**src/rtl/floppy_pkg.sv**
```systemverilog
// Shared types and CRC helper for the floppy write/read formatter datapath.
// FMT_ID_FIELD_EN adds the ID-field states used for track formatting.
package floppy_pkg;

    localparam logic [7:0]  A1_MARK   = 8'hA1;
    localparam logic [7:0]  IDAM_BYTE = 8'hFE;
    localparam logic [15:0] CRC_INIT  = 16'hFFFF;
    localparam logic [15:0] CRC_POLY  = 16'h1021;

    typedef enum logic [3:0] {
        ST_IDLE,
`ifdef FMT_ID_FIELD_EN
        ST_ID_SYNC,
        ST_ID_MARK,
        ST_IDAM,
        ST_ID_INFO,
        ST_ID_CRC_HI,
        ST_ID_CRC_LO,
`endif
        ST_GAP2,
        ST_SYNC,
        ST_MARK,
        ST_DAM,
        ST_FETCH,
        ST_DATA,
        ST_CRC_HI,
        ST_CRC_LO,
        ST_GAP3
    } state_t;

    // CRC-16-CCITT, one byte MSB-first.
    function automatic logic [15:0] crc16_ccitt_byte(input logic [15:0] crc,
                                                     input logic [7:0]  data_byte);
        logic [15:0] c;
        c = crc;
        for (int i = 7; i >= 0; i--) begin
            if (c[15] ^ data_byte[i])
                c = {c[14:0], 1'b0} ^ CRC_POLY;
            else
                c = {c[14:0], 1'b0};
        end
        return c;
    endfunction

endpackage

```
**src/rtl/crc16_ccitt.sv**
```systemverilog
// Byte-wide CRC-16-CCITT accumulator with synchronous clear; shared with the read path.
module crc16_ccitt
    import floppy_pkg::*;
(
    input  logic        clk,
    input  logic        reset_l,
    input  logic        clr,
    input  logic        en,
    input  logic [7:0]  data,
    output logic [15:0] crc
);

    always_ff @(posedge clk or negedge reset_l) begin
        if (!reset_l)
            crc <= CRC_INIT;
        else if (clr)
            crc <= CRC_INIT;
        else if (en)
            crc <= crc16_ccitt_byte(crc, data);
    end

endmodule

```
**src/rtl/sector_write_formatter.sv**
```systemverilog
// Builds one MFM data field (gap, sync, marks, payload, CRC, gap) into the encode FIFO.
// Define FMT_ID_FIELD_EN to prepend a full ID field for track formatting.
module sector_write_formatter
    import floppy_pkg::*;
#(
    parameter int         SECTOR_BYTES = 512,
    parameter int         GAP2_BYTES   = 22,
    parameter int         SYNC_BYTES   = 12,
    parameter int         GAP3_BYTES   = 54,
    parameter logic [7:0] GAP_BYTE     = 8'h4E,
    parameter logic [7:0] DAM_BYTE     = 8'hFB
) (
    input  logic                            clk,
    input  logic                            reset_l,
    input  logic                            start,
    input  logic                            abort,
    output logic                            busy,
`ifdef FMT_ID_FIELD_EN
    input  logic [7:0]                      id_cyl,
    input  logic [7:0]                      id_head,
    input  logic [7:0]                      id_sec,
    input  logic [7:0]                      id_size,
`endif
    output logic [$clog2(SECTOR_BYTES)-1:0] buf_rd_addr,
    input  logic [7:0]                      buf_rd_data,
    output logic [7:0]                      encode_fifo_wr_data,
    output logic                            encode_fifo_wr_mark,
    output logic                            encode_fifo_wr_done,
    output logic                            encode_fifo_we,
    input  logic                            encode_fifo_full
);

    localparam int IDX_W   = $clog2(SECTOR_BYTES);
    localparam int MAX_A   = (GAP2_BYTES > SYNC_BYTES) ? GAP2_BYTES : SYNC_BYTES;
    localparam int MAX_B   = (GAP3_BYTES > 4) ? GAP3_BYTES : 4;
    localparam int CNT_MAX = (MAX_A > MAX_B) ? MAX_A : MAX_B;
    localparam int CNT_W   = $clog2(CNT_MAX + 1);

    state_t             state, state_n;
    logic [CNT_W-1:0]   cnt, cnt_n;
    logic [IDX_W-1:0]   idx, idx_n;
    logic               out_vld, can_load, load, start_ok;
    logic               gen_vld, gen_mark, gen_done, gen_crc, crc_clr, crc_en;
    logic [7:0]         gen_data;
    logic [15:0]        crc;
`ifdef FMT_ID_FIELD_EN
    logic [7:0]         id_q [4];
`endif

    // The output byte register holds one pending byte; we is only raised when the FIFO has room.
    assign encode_fifo_we = out_vld & ~encode_fifo_full;
    assign can_load       = ~out_vld | encode_fifo_we;
    assign start_ok       = start & ~busy & ~abort;
    assign buf_rd_addr    = idx;

    crc16_ccitt u_crc (
        .clk     (clk),
        .reset_l (reset_l),
        .clr     (crc_clr | abort),
        .en      (crc_en),
        .data    (gen_data),
        .crc     (crc)
    );

    always_comb begin
        state_n  = state;
        cnt_n    = cnt;
        idx_n    = idx;
        gen_vld  = 1'b0;
        gen_data = 8'h00;
        gen_mark = 1'b0;
        gen_done = 1'b0;
        gen_crc  = 1'b0;
        crc_clr  = 1'b0;
        case (state)
            ST_IDLE: begin
`ifdef FMT_ID_FIELD_EN
                if (start_ok) state_n = ST_ID_SYNC;
`else
                if (start_ok) state_n = ST_GAP2;
`endif
            end
`ifdef FMT_ID_FIELD_EN
            ST_ID_SYNC: begin
                gen_vld = 1'b1;
                if (can_load) begin
                    if (cnt == CNT_W'(SYNC_BYTES - 1)) begin
                        cnt_n = '0; crc_clr = 1'b1; state_n = ST_ID_MARK;
                    end else cnt_n = cnt + CNT_W'(1);
                end
            end
            ST_ID_MARK: begin
                gen_vld = 1'b1; gen_data = A1_MARK; gen_mark = 1'b1; gen_crc = 1'b1;
                if (can_load) begin
                    if (cnt == CNT_W'(2)) begin cnt_n = '0; state_n = ST_IDAM; end
                    else cnt_n = cnt + CNT_W'(1);
                end
            end
            ST_IDAM: begin
                gen_vld = 1'b1; gen_data = IDAM_BYTE; gen_crc = 1'b1;
                if (can_load) state_n = ST_ID_INFO;
            end
            ST_ID_INFO: begin
                gen_vld = 1'b1; gen_data = id_q[cnt[1:0]]; gen_crc = 1'b1;
                if (can_load) begin
                    if (cnt == CNT_W'(3)) begin cnt_n = '0; state_n = ST_ID_CRC_HI; end
                    else cnt_n = cnt + CNT_W'(1);
                end
            end
            ST_ID_CRC_HI: begin
                gen_vld = 1'b1; gen_data = crc[15:8];
                if (can_load) state_n = ST_ID_CRC_LO;
            end
            ST_ID_CRC_LO: begin
                gen_vld = 1'b1; gen_data = crc[7:0];
                if (can_load) state_n = ST_GAP2;
            end
`endif
            ST_GAP2: begin
                gen_vld = 1'b1; gen_data = GAP_BYTE;
                if (can_load) begin
                    if (cnt == CNT_W'(GAP2_BYTES - 1)) begin cnt_n = '0; state_n = ST_SYNC; end
                    else cnt_n = cnt + CNT_W'(1);
                end
            end
            ST_SYNC: begin
                gen_vld = 1'b1;
                if (can_load) begin
                    if (cnt == CNT_W'(SYNC_BYTES - 1)) begin
                        cnt_n = '0; crc_clr = 1'b1; state_n = ST_MARK;
                    end else cnt_n = cnt + CNT_W'(1);
                end
            end
            ST_MARK: begin
                gen_vld = 1'b1; gen_data = A1_MARK; gen_mark = 1'b1; gen_crc = 1'b1;
                if (can_load) begin
                    if (cnt == CNT_W'(2)) begin cnt_n = '0; state_n = ST_DAM; end
                    else cnt_n = cnt + CNT_W'(1);
                end
            end
            ST_DAM: begin
                gen_vld = 1'b1; gen_data = DAM_BYTE; gen_crc = 1'b1;
                if (can_load) state_n = ST_FETCH;
            end
            // Address is presented in FETCH; the buffer answers while in DATA.
            ST_FETCH: state_n = ST_DATA;
            ST_DATA: begin
                gen_vld = 1'b1; gen_data = buf_rd_data; gen_crc = 1'b1;
                if (can_load) begin
                    if (idx == IDX_W'(SECTOR_BYTES - 1)) begin idx_n = '0; state_n = ST_CRC_HI; end
                    else begin idx_n = idx + IDX_W'(1); state_n = ST_FETCH; end
                end
            end
            ST_CRC_HI: begin
                gen_vld = 1'b1; gen_data = crc[15:8];
                if (can_load) state_n = ST_CRC_LO;
            end
            ST_CRC_LO: begin
                gen_vld = 1'b1; gen_data = crc[7:0];
                if (can_load) state_n = ST_GAP3;
            end
            ST_GAP3: begin
                gen_vld = 1'b1; gen_data = GAP_BYTE;
                gen_done = (cnt == CNT_W'(GAP3_BYTES - 1));
                if (can_load) begin
                    if (gen_done) begin cnt_n = '0; state_n = ST_IDLE; end
                    else cnt_n = cnt + CNT_W'(1);
                end
            end
            default: state_n = ST_IDLE;
        endcase
        load   = gen_vld & can_load;
        crc_en = load & gen_crc & ~abort;
    end

    always_ff @(posedge clk or negedge reset_l) begin
        if (!reset_l) begin
            state               <= ST_IDLE;
            cnt                 <= '0;
            idx                 <= '0;
            busy                <= 1'b0;
            out_vld             <= 1'b0;
            encode_fifo_wr_data <= 8'h00;
            encode_fifo_wr_mark <= 1'b0;
            encode_fifo_wr_done <= 1'b0;
        end else if (abort) begin
            state   <= ST_IDLE;
            cnt     <= '0;
            idx     <= '0;
            busy    <= 1'b0;
            out_vld <= 1'b0;
        end else begin
            state <= state_n;
            cnt   <= cnt_n;
            idx   <= idx_n;
            if (start_ok)
                busy <= 1'b1;
            else if (encode_fifo_we && encode_fifo_wr_done)
                busy <= 1'b0;
            if (load) begin
                out_vld             <= 1'b1;
                encode_fifo_wr_data <= gen_data;
                encode_fifo_wr_mark <= gen_mark;
                encode_fifo_wr_done <= gen_done;
            end else if (encode_fifo_we) begin
                out_vld <= 1'b0;
            end
        end
    end

`ifdef FMT_ID_FIELD_EN
    always_ff @(posedge clk) begin
        if (start_ok) begin
            id_q[0] <= id_cyl;
            id_q[1] <= id_head;
            id_q[2] <= id_sec;
            id_q[3] <= id_size;
        end
    end
`endif

endmodule
```
**config.mk**
```make
export PLATFORM = sky130hd
export DESIGN_NAME = sector_write_formatter
export DESIGN_NICKNAME = d
export VERILOG_FILES = /design/src/rtl/floppy_pkg.sv /design/src/rtl/crc16_ccitt.sv /design/src/rtl/sector_write_formatter.sv
export SDC_FILE = /design/constraint.sdc
export NUM_CORES = 1
export LEC_CHECK = 0
export ABC_AREA = 1
export CORE_AREA = 2 2 82 84
export DETAILED_ROUTE_END_ITERATION = 6
export DIE_AREA = 0 0 84 86
export GPL_ROUTABILITY_DRIVEN = 1
export PLACE_DENSITY = 0.79
export RECOVER_POWER = 25
export SLEW_MARGIN = 20
export SYNTH_ARGS = -nofsm -noshare
export SYNTH_HDL_FRONTEND = slang
export SYNTH_SLANG_ARGS = --single-unit
```
**constraint.sdc**
```tcl
create_clock -name clk -period 1.7 [get_ports clk]
set_input_delay 0.34 -clock clk [delete_from_list [all_inputs] [get_ports clk]]
set_output_delay 0.34 -clock clk [all_outputs]
set_load 0.005 [all_outputs]
```
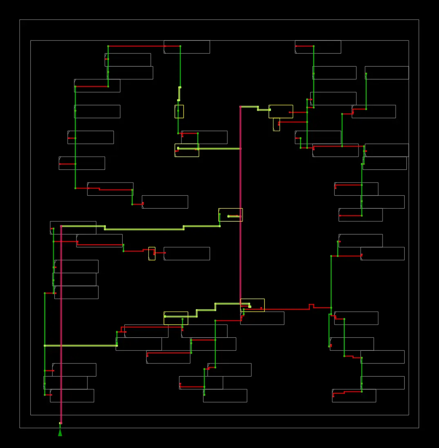
(run_1/final_clocks.png)
worst-case clock skew: 0.01065 ns
number of clock buffers inserted by TritonCTS: 5
Sink Count: 47
Flops: 47

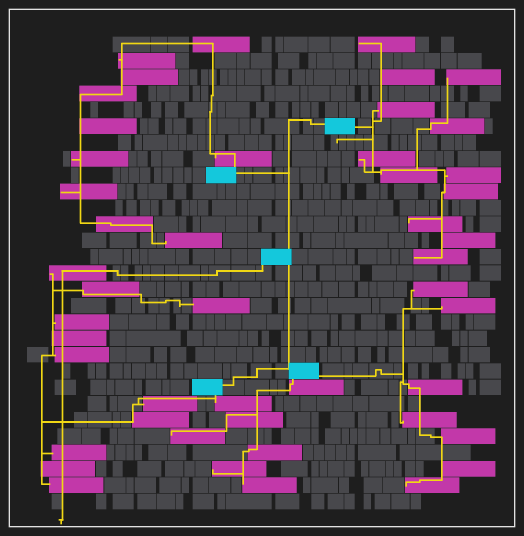
(run_1/clock_map.png)
Drawn at 6 px/um.
magenta -> flip-flops  # count 47
cyan -> cells driving clock nets  # count 5
yellow -> clock wires  # length 612 um
routed clock nets = 6
flops lie = widely spread
Clock Power: 675 uW
clock latency at the later pin of the worst-skew pair: 0.31 ns
clock power share: 13.6%

==> out/metrics.sh, run 1 <==
RUN_STATUS='complete, but fails checks'
VIOLATIONS='negative setup slack'
REPORT.POWER.TOTAL_mW=4.960
SYNTH-ADDER-AREA-SHARE_PCT=1.984
COMBINATIONALPOWER_mW=2.82
SETUP_VIOL=45
MAX_CLOCK_FREQ_MHz=489.7
VIAS=4159
CRITICAL_PATH.TOP_DELAY_FAMILY='simple AND/OR/NAND/NOR gates'
TIMING_WORST_SETUP_PATH_TYPE='reg -> reg'
NCLKBUFFERS=7
TIMING.CRITICAL_PATH.FROM_TYPE='register'
YS_CHIP_AREA_MM2=0.003153
WORSTPATHREQUIRED_NS=1.94
H-TREE-DEPTH=2
SYNTHESIS.AREA_PER_INSTANCE_UM2=6.810
P_SEQ_SHARE_PCT=29.5
TOTALNEGATIVESETUPSLACK_NS=-6.605
AREAGROWTHSYNTHTOFINISH_PCT=59.64
MAPPEDNETLISTNETS=481
GRT_START_MAX_NET_PINS=48
LAYOUT.COMB_GATES.MULTI_INPUT=341
TOTAL_LEAKAGE_POWER_nW=2.514
DP_HPWL_MM=6.730
DRIVE_ABOVE_1_SHARE_PCT=47.45
FIN_WS_NS=-0.3420
HIGHEST_LAYER='met4'
SIMPLE_GATE_AREA_SHARE_PCT=40.04
STDCELL_COUNT=665
TIMING.CRITICAL_PATH.ARRIVAL_NS=2.28
REMAINING_DRC_ERRORS=0
GRT_USE_TOTAL_PCT=26.33
TIMING.CRITICAL_PATH.SLOWEST_STAGE_CELL='sky130_fd_sc_hd__dfrtp_2'
DIE_AREA_MM2=0.007224
FILLERS=321
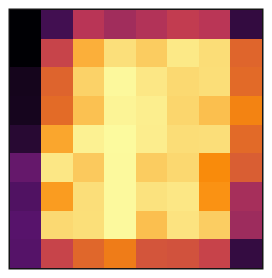
(run_1/density.png)
Drawn at 3 px/um. The die is cut into 8 by 9 equal tiles; black is low, pale yellow is high, 0 to 100% covered.
emptiest ninth of the die = upper left
fullest tile = 99%
mean over tiles = 68%
nearly empty tiles = 2.8%

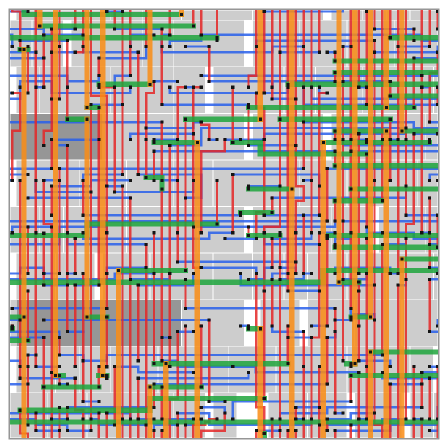
(run_1/zoom.png)
Region (30, 30) to (55, 55) um. Cells in gray, sequential cells in the stronger gray; small squares are vias.
orange -> met4
blue -> met1
red -> met2
green -> met3
cells with their middle in the window = 74
sequential cells in the window = 2
netlist names of flops here include = `state` (1), `u_crc.crc` (1)
most frequent = buf_4 (18), nand2_2 (9), nand2_1 (8)

[run 1: synth_stat cells]
cell and number:
sky130_fd_sc_hd__inv_1 61, sky130_fd_sc_hd__nor2_4 5, sky130_fd_sc_hd__a21o_1 2, sky130_fd_sc_hd__nand3_1 70, sky130_fd_sc_hd__a21oi_1 25, sky130_fd_sc_hd__a21boi_0 1
sky130_fd_sc_hd__ha_1 5, sky130_fd_sc_hd__nand2_1 128, sky130_fd_sc_hd__nor2_1 41, sky130_fd_sc_hd__nor3_1 9, sky130_fd_sc_hd__clkbuf_1 2, sky130_fd_sc_hd__dfrtp_1 31
sky130_fd_sc_hd__buf_6 1, sky130_fd_sc_hd__nor2_2 1, sky130_fd_sc_hd__o22ai_1 5, sky130_fd_sc_hd__o21ai_0 10, sky130_fd_sc_hd__o21ai_1 2, sky130_fd_sc_hd__and2_1 1
sky130_fd_sc_hd__buf_2 1, sky130_fd_sc_hd__a211oi_1 1, sky130_fd_sc_hd__and3_1 1, sky130_fd_sc_hd__nor4_1 2, sky130_fd_sc_hd__xor2_1 3, sky130_fd_sc_hd__nand4_1 8
sky130_fd_sc_hd__dfstp_2 16, sky130_fd_sc_hd__nand2_2 7, sky130_fd_sc_hd__nand2_4 2, sky130_fd_sc_hd__inv_2 7, sky130_fd_sc_hd__or2_0 2, sky130_fd_sc_hd__a31oi_1 6
sky130_fd_sc_hd__or2_2 1, sky130_fd_sc_hd__buf_4 4, sky130_fd_sc_hd__nand3_2 1, sky130_fd_sc_hd__a22oi_2 1
[run 1: timing repair]
item / in CTS / in global routing
gates resized: 55 / 153
buffers inserted: 5 / 13
gates cloned: 1 / 1
setup endpoints to repair: 40 / 46
endpoints found under the hold margin: 0 / 0
pin swaps: 11 / 57
==> run_1/cell_classes.png <==
Drawn at 4 px/um. Fill, decap, tap and diode cells in gray.
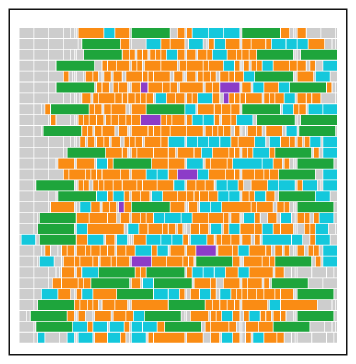

==> inputs of run 2 (changes only) <==
--- a/config.mk
+++ b/config.mk
@@ -6,9 +6,10 @@
 export NUM_CORES = 1
 export LEC_CHECK = 0
 export ABC_AREA = 1
-export CORE_AREA = 2 2 82 84
+export CORE_AREA = 2 2 77 79
 export DETAILED_ROUTE_END_ITERATION = 6
-export DIE_AREA = 0 0 84 86
+export DIE_AREA = 0 0 79 81
+export DONT_BUFFER_PORTS = 1
 export GPL_ROUTABILITY_DRIVEN = 1
 export PLACE_DENSITY = 0.79
 export RECOVER_POWER = 25
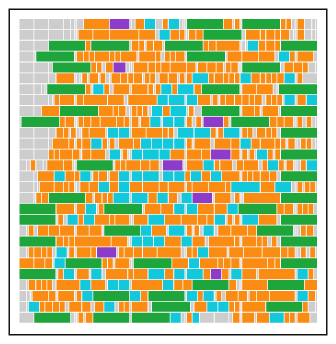
(run_2/cell_classes.png)
Drawn at 4 px/um. Fill, decap, tap and diode cells in gray.
green -> flip-flops  # cells 47, share of their area 25%
orange -> all other logic  # cells 409, share of their area 56%
cyan -> other buffers and delay cells  # cells 100, share of their area 17%
purple -> clock drivers and dummy loads  # cells 8, share of their area 2.0%

==> run 2 against run 1 <==
Net effect: the run ends with design-rule violations, negative setup slack left; wire length increased by 18%; area after synthesis unchanged; core utilization increased by 6.5 points; worst hold slack got worse by 0.28 ns; cell count decreased by 3.9%; critical endpoint is now u_crc.crc[2].
==> out/metrics.sh, run 2 <==
RUN_STATUS='complete, but fails checks'
VIOLATIONS='design-rule violations, negative setup slack'
POWER_FRAC_CLOCK_PCT=14.6  # +1.0 points
TIMING_WORST_SETUP_PATH_TYPE='reg -> reg'
WORST_CASE_CLOCK_SKEW_NS=0.01619  # +0.005547 ns
WORSTPATHREQUIRED_NS=1.94  # about the same
SETUP_VIOL=45  # unchanged
MAPPEDNETLISTNETS=481  # unchanged
FLOPS=47  # unchanged
SYNTH-ADDER-AREA-SHARE_PCT=1.984  # unchanged
TIMING.CRITICAL_PATH.ARRIVAL_NS=2.38  # +0.10 ns
H-TREE-DEPTH=2  # unchanged
DP_WORST_SETUP_SLACK_NS=-0.2115
LARGEST_REGISTER='u_crc.crc'
VIAS_IN_THE_FIRST_GLOBAL_ROUTE=3585
FIN_WS_NS=-0.4406  # -0.09856 ns
PLACEMENT_ROWS=28
SYNTH.MOST_COMMON_CELL='sky130_fd_sc_hd__nand2_1'
TOTAL_LEAKAGE_POWER_nW=2.438  # -3.0%
SIMPLE_GATE_AREA_SHARE_PCT=40.04  # unchanged
REMAINING_DRC_ERRORS=108  # +108
HP-CLASS='in -> reg'
DIE_AREA_MM2=0.006399  # -11%
GRT_START_MAX_NET_PINS=48  # unchanged
P_SEQ_SHARE_PCT=27.1  # -2.4 points
FILLERS=246  # -23%
ASYNCSETRESETFLOPFRACSYNTH_PCT=100.0  # unchanged
YS_CHIP_AREA_MM2=0.003153  # unchanged
CTS_INSERTED_BUFFERS=5  # unchanged
NCLKBUFFERS=6  # -1
NWELLTAPS=75
GRT_USE_TOTAL_PCT=34.12  # +7.8 points
CTS_NUM_SINKS=47  # unchanged
TIMING.CRITICAL_PATH.FROM_TYPE='register'
AREAGROWTHSYNTHTOFINISH_PCT=56.03
VIAS=4376  # +5.2%
TIMING.CRITICAL_PATH.SLOWEST_STAGE_CELL='sky130_fd_sc_hd__dfrtp_1'
STDCELL_COUNT=639  # -3.9%
DRIVE_ABOVE_1_SHARE_PCT=53.37  # +5.9 points
LAYOUT.COMB_GATES.MULTI_INPUT=340  # -0.29%
YOSYS-TOP-CELLS-COUNT='128 x sky130_fd_sc_hd__nand2_1, 70 x sky130_fd_sc_hd__nand3_1, 61 x sky130_fd_sc_hd__inv_1'
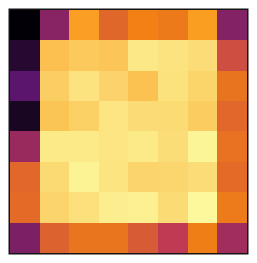
(run_2/density.png)
Drawn at 3 px/um. The die is cut into 8 by 8 equal tiles; black is low, pale yellow is high, 0 to 100% covered.
fullest tile = 98%
nearly empty tiles = 1.6%
densest ninth of the die = center
tiles over 75% full = 59%

==> run 2: cell counts after synthesis <==
No cell type changed its count.
==> run 2: power by group through the flow <==
| stage | registers, mW | logic, mW | clock network, mW |
|---|---|---|---|
| 2_1_floorplan | 1.41 | 1.11 | 0 |
| 4_1_cts | 1.43 | 2.07 | 0.750 |
| 6_report | 1.47 | 3.15 | 0.791 |
| 5_1_grt | 1.48 | 3.21 | 0.809 |
| 3_5_place_dp | 1.44 | 1.77 | 0 |
| 3_3_place_gp | 1.44 | 1.69 | 0 |
==> run 2: repair_timing <==
action,in CTS,in global routing
resized,74,155
setup buffers,11,17
hold buffers,2,0
hold endpoints to repair,47,0
endpoints found under the setup margin,44,46
cloned,1,0
pin swaps,25,45
==> run 2: through the flow <==
step                      total power [mW]  TNS (ns)
after floorplan                      2.518         0
after global placement               3.130    -1.861
after detailed placement             3.207    -4.408
after CTS                            4.249    -2.035
after global routing                 5.502    -11.84
final                                5.404    -9.828
==> run 2: worst max-delay path: cells and delay by family, from the launching register on <==
family,cells,cell delay [ns]
DFF,1,0.43
AOI/OAI and AO/OA,2,0.34
and+or+nand+nor,6,0.88
buffers and inverters,2,0.40
==> run 2: final timing paths <==
check	slack, ns	endpoint	cells after the start	from
min in group asynchronous	0.79	cnt[1]	2	reset_l
worst max-delay path	-0.44	u_crc.crc[2]	10	cnt[4]
worst max register to register	-0.44	u_crc.crc[2]	10	cnt[4]
worst min-delay path	0.06	busy	1	abort
worst min register to register	0.52	u_crc.crc[12]	2	u_crc.crc[12]
max in group asynchronous	0.17	cnt[0]	2	reset_l
==> run 2: routing by layer <==
metal	global-route usage, %	part of all wire, %	up-vias
met4	16.55	10	0
met5	0	0	-
met3	7.889	14	192
met1	40.72	33	1991
li1	-	-	1702
met2	58.31	43	491
==> run_2/final_clocks.png <==
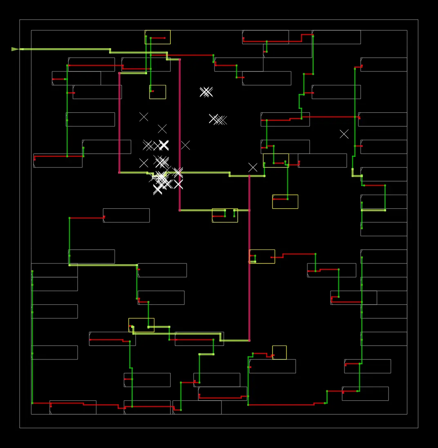

==> inputs of run 3 (changes only) <==
--- a/config.mk
+++ b/config.mk
@@ -6,13 +6,12 @@
 export NUM_CORES = 1
 export LEC_CHECK = 0
 export ABC_AREA = 1
-export CORE_AREA = 2 2 77 79
+export CORE_AREA = 2 2 73 75
 export DETAILED_ROUTE_END_ITERATION = 6
-export DIE_AREA = 0 0 79 81
+export DIE_AREA = 0 0 75 77
 export DONT_BUFFER_PORTS = 1
 export GPL_ROUTABILITY_DRIVEN = 1
-export PLACE_DENSITY = 0.79
-export RECOVER_POWER = 25
+export PLACE_DENSITY = 0.83
 export SLEW_MARGIN = 20
 export SYNTH_ARGS = -nofsm -noshare
 export SYNTH_HDL_FRONTEND = slang
==> constraint.sdc (replaced) <==
create_clock -name clk -period 2.7 [get_ports clk]
set_input_delay 0.54 -clock clk [delete_from_list [all_inputs] [get_ports clk]]
set_output_delay 0.54 -clock clk [all_outputs]
set_load 0.005 [all_outputs]
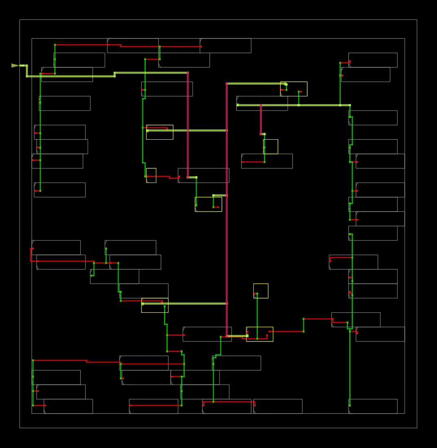
(run_3/final_clocks.png)
number of clock-tree buffers in the layout: 5
Clock Power: 427 uW
worst-case clock skew: 0.005366 ns

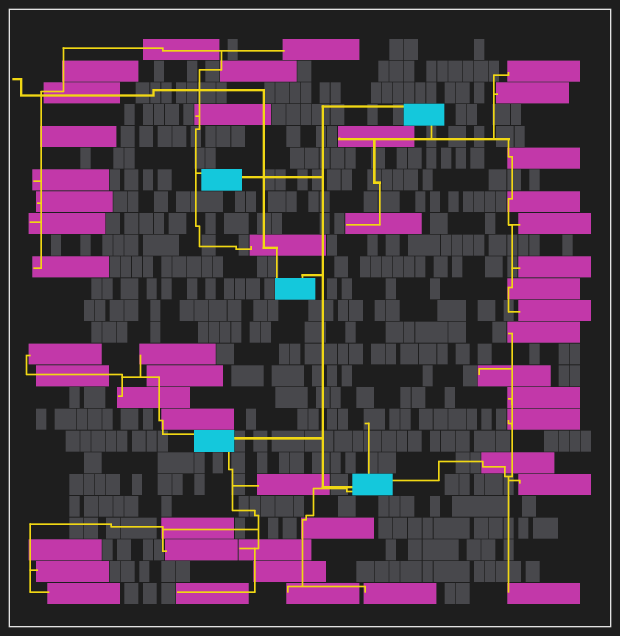
(run_3/clock_map.png)
Drawn at 8 px/um.
cyan -> cells driving clock nets  # count 5
yellow -> clock wires  # length 571 um
magenta -> flip-flops  # count 47
routed clock nets = 6

==> run 3 against run 2 <==
Net effect: the run now ends clean; synthesized cell count stayed put; clock-buffer cell count is 1 lower; clock power is 46% lower; sequential cell count stayed put; global-route usage is 6.5 points lower; cell count is 16% lower; setup slack better by 0.89 ns; total power is 60% lower; via count is 32% lower; combinational power is 73% lower; die size is 9.8% lower; critical path type unchanged.
==> out/metrics.sh, run 3 <==
RUN_STATUS='completed'
LARGEST_REGISTER='u_crc.crc'
HOLD_VIOLATIONS=0
POST_SYNTH_INST_COUNT=463
SYNTH-ADDER-AREA-SHARE_PCT=1.984  # unchanged
TIMING.REG2REG.WORST_PATH_DEPTH=11  # +1
MAX_STAGE_DELAY_NS=0.55
WORST_SETUP_PATH_STARTPOINT='state[1]'
LAYOUT_TOP_CELLS_EXCL_FILL_TAP='128 x sky130_fd_sc_hd__nand2_1, 70 x sky130_fd_sc_hd__nand3_1, 61 x sky130_fd_sc_hd__inv_1'
REMAINING_DRC_ERRORS=0  # -100%
DIE_AREA_MM2=0.005775  # -9.8%
PLACER_CONGESTION=0.9807
POST_CTS_RESIZE_COUNT=0  # -100%
TOTALNEGATIVESETUPSLACK_NS=0  # +9.828 ns
POWER_FRAC_CLOCK_PCT=19.5  # +4.9 points
WORSTPATHREQUIRED_NS=2.94  # +1.00 ns
TIMING.CRITICAL_PATH.SLOWEST_STAGE_CELL='sky130_fd_sc_hd__dfrtp_1'
YS_SEQ_SHARE_PCT=37.94
SIMPLE_GATE_AREA_SHARE_PCT=40.04  # unchanged
CLKLATENCYLATEPIN_NS=0.31
CRITICAL_PATH_DEPTH=11  # +1
TIMING.CRITICAL_PATH.ARRIVAL_NS=2.50  # +0.12 ns
PG_SEQ_uW=923  # -37%
TOP_LEVEL_PORTS=34
COREAREA_MM2=0.004977
HP-CLASS='in -> async'
P_SEQ_SHARE_PCT=42.2  # +15 points
ASYNCSETRESETFLOPFRACSYNTH_PCT=100.0  # unchanged
YOSYS-MUX-AREA-FRACTION_PCT=0
YOSYS-TOP-CELLS-COUNT='128 x sky130_fd_sc_hd__nand2_1, 70 x sky130_fd_sc_hd__nand3_1, 61 x sky130_fd_sc_hd__inv_1'
COMBGATEAREA_MM2=0.001648
CTS_INSERTED_BUFFERS=5  # unchanged
VIAS=2967  # -32%
TIMING.RR.START='state[1]'
DIE-HEIGHT_UM=77
TIMING_WORST_SETUP_PATH_TYPE='reg -> reg'
AREAGROWTHSYNTHTOFINISH_PCT=4.762
MAPPEDNETLISTNETS=481  # unchanged
CTS-ROOT-TO-SINK-BUFFERS=2
SYNTHAOIAREAFRAC_PCT=9.405
TIMING.CRITICAL_PATH.FROM_TYPE='register'
CRITICAL_PATH.ENDPOINT='u_crc.crc[11]'
COMBINATIONALPOWER_uW=837  # -73%
GRT_START_MAX_NET_PINS=32  # -33%
SETUP_VIOL=0  # -100%
H-TREE-DEPTH=2  # unchanged
PLACEMENT_ROWS=26  # -7.1%
DRIVE_ABOVE_1_SHARE_PCT=10.97  # -42 points
CRITICAL_PATH.TOP_DELAY_FAMILY='simple AND/OR/NAND/NOR gates'
NETLIST_TOP_CELLS_AREA='sky130_fd_sc_hd__dfrtp_1 25%, sky130_fd_sc_hd__nand2_1 15%, sky130_fd_sc_hd__dfstp_2 13%'
GRT_USE_TOTAL_PCT=27.65  # -6.5 points
WORST-R2R-SETUP-SLACK_NS=0.45  # +0.89 ns
DOMINANT_POWER_GROUP='sequential cells'
WORSTREG2REGEND='u_crc.crc[11]'
TOTAL_LEAKAGE_POWER_nW=1.731  # -29%
LARGEST_REG_FLOPS=16
CTS_NUM_SINKS=47  # unchanged
FINAL_COMMON_CELL='sky130_fd_sc_hd__nand2_1'
PORT_BUFFERS=0
CRIT_PATH_BUFFERS_INVERTERS=3  # +1
YS_CHIP_AREA_MM2=0.003153  # unchanged
VIAS_IN_THE_FIRST_GLOBAL_ROUTE=2678  # -25%
SYNTH.MOST_COMMON_CELL='sky130_fd_sc_hd__nand2_1'
FILLERS=454  # +85%
-- run 3: cell counts after synthesis --
No cell type changed its count.
-- run 3: cell type report --
class	instances	area share, %
Clock buffer	5	2.083
Sequential cell	47	36.21
Clock inverter	3	0.6061
Multi-Input combinational cell	340	49.89
Inverter	68	7.727
Tap cell	70	2.652
Timing Repair Buffer	2	0.8333
-- run 3: worst min-delay path by stage --
stage,start,endpoint,slack (ns),cells after the start
2_1_floorplan,reset_l,buf_rd_addr[0],0.24,0
3_3_place_gp,reset_l,cnt[2],0.25,0
3_5_place_dp,reset_l,cnt[2],0.25,0
4_1_cts,reset_l,state[3],0.05,1
5_1_grt,reset_l,cnt[3],0.05,1
6_report,reset_l,cnt[3],0.04,1
-- run 3: layer usage --
metal	share of wire (%)	track usage, %	wire length, um	vias up
met3	9.3	7.227	698	17
li1	-	-	-	1498
met5	0	0	0	-
met4	1.7	7.143	126	0
met1	47	41.74	3527	1332
met2	42	38.95	3157	120
-- run 3: stage by stage --
stage / power (mW) / worst slack [ns] / utilization (%) / std cells / cell area (um2)
final: 2.187 / 0.4457 / 66.37 / 535 / 3303
after global routing: 2.365 / 0.2296 / 66.37 / 535 / 3303
after CTS: 2.181 / 0.4715 / 66.37 / 535 / 3303
after detailed placement: 1.743 / 0.4950 / 64.18 / 526 / 3194
after global placement: 1.742 / 0.5356 / 64.18 / 526 / 3194
after floorplan: 1.585 / 0.9133 / - / 463 / 3153
-- run 3: what timing repair did --
| item | CTS | global route |
|---|---|---|
| hold buffers | 1 | 0 |
| buffers inserted | 0 | 0 |
| endpoints found under the hold margin | 31 | 0 |
Power is estimated from default activity; no workload was simulated.
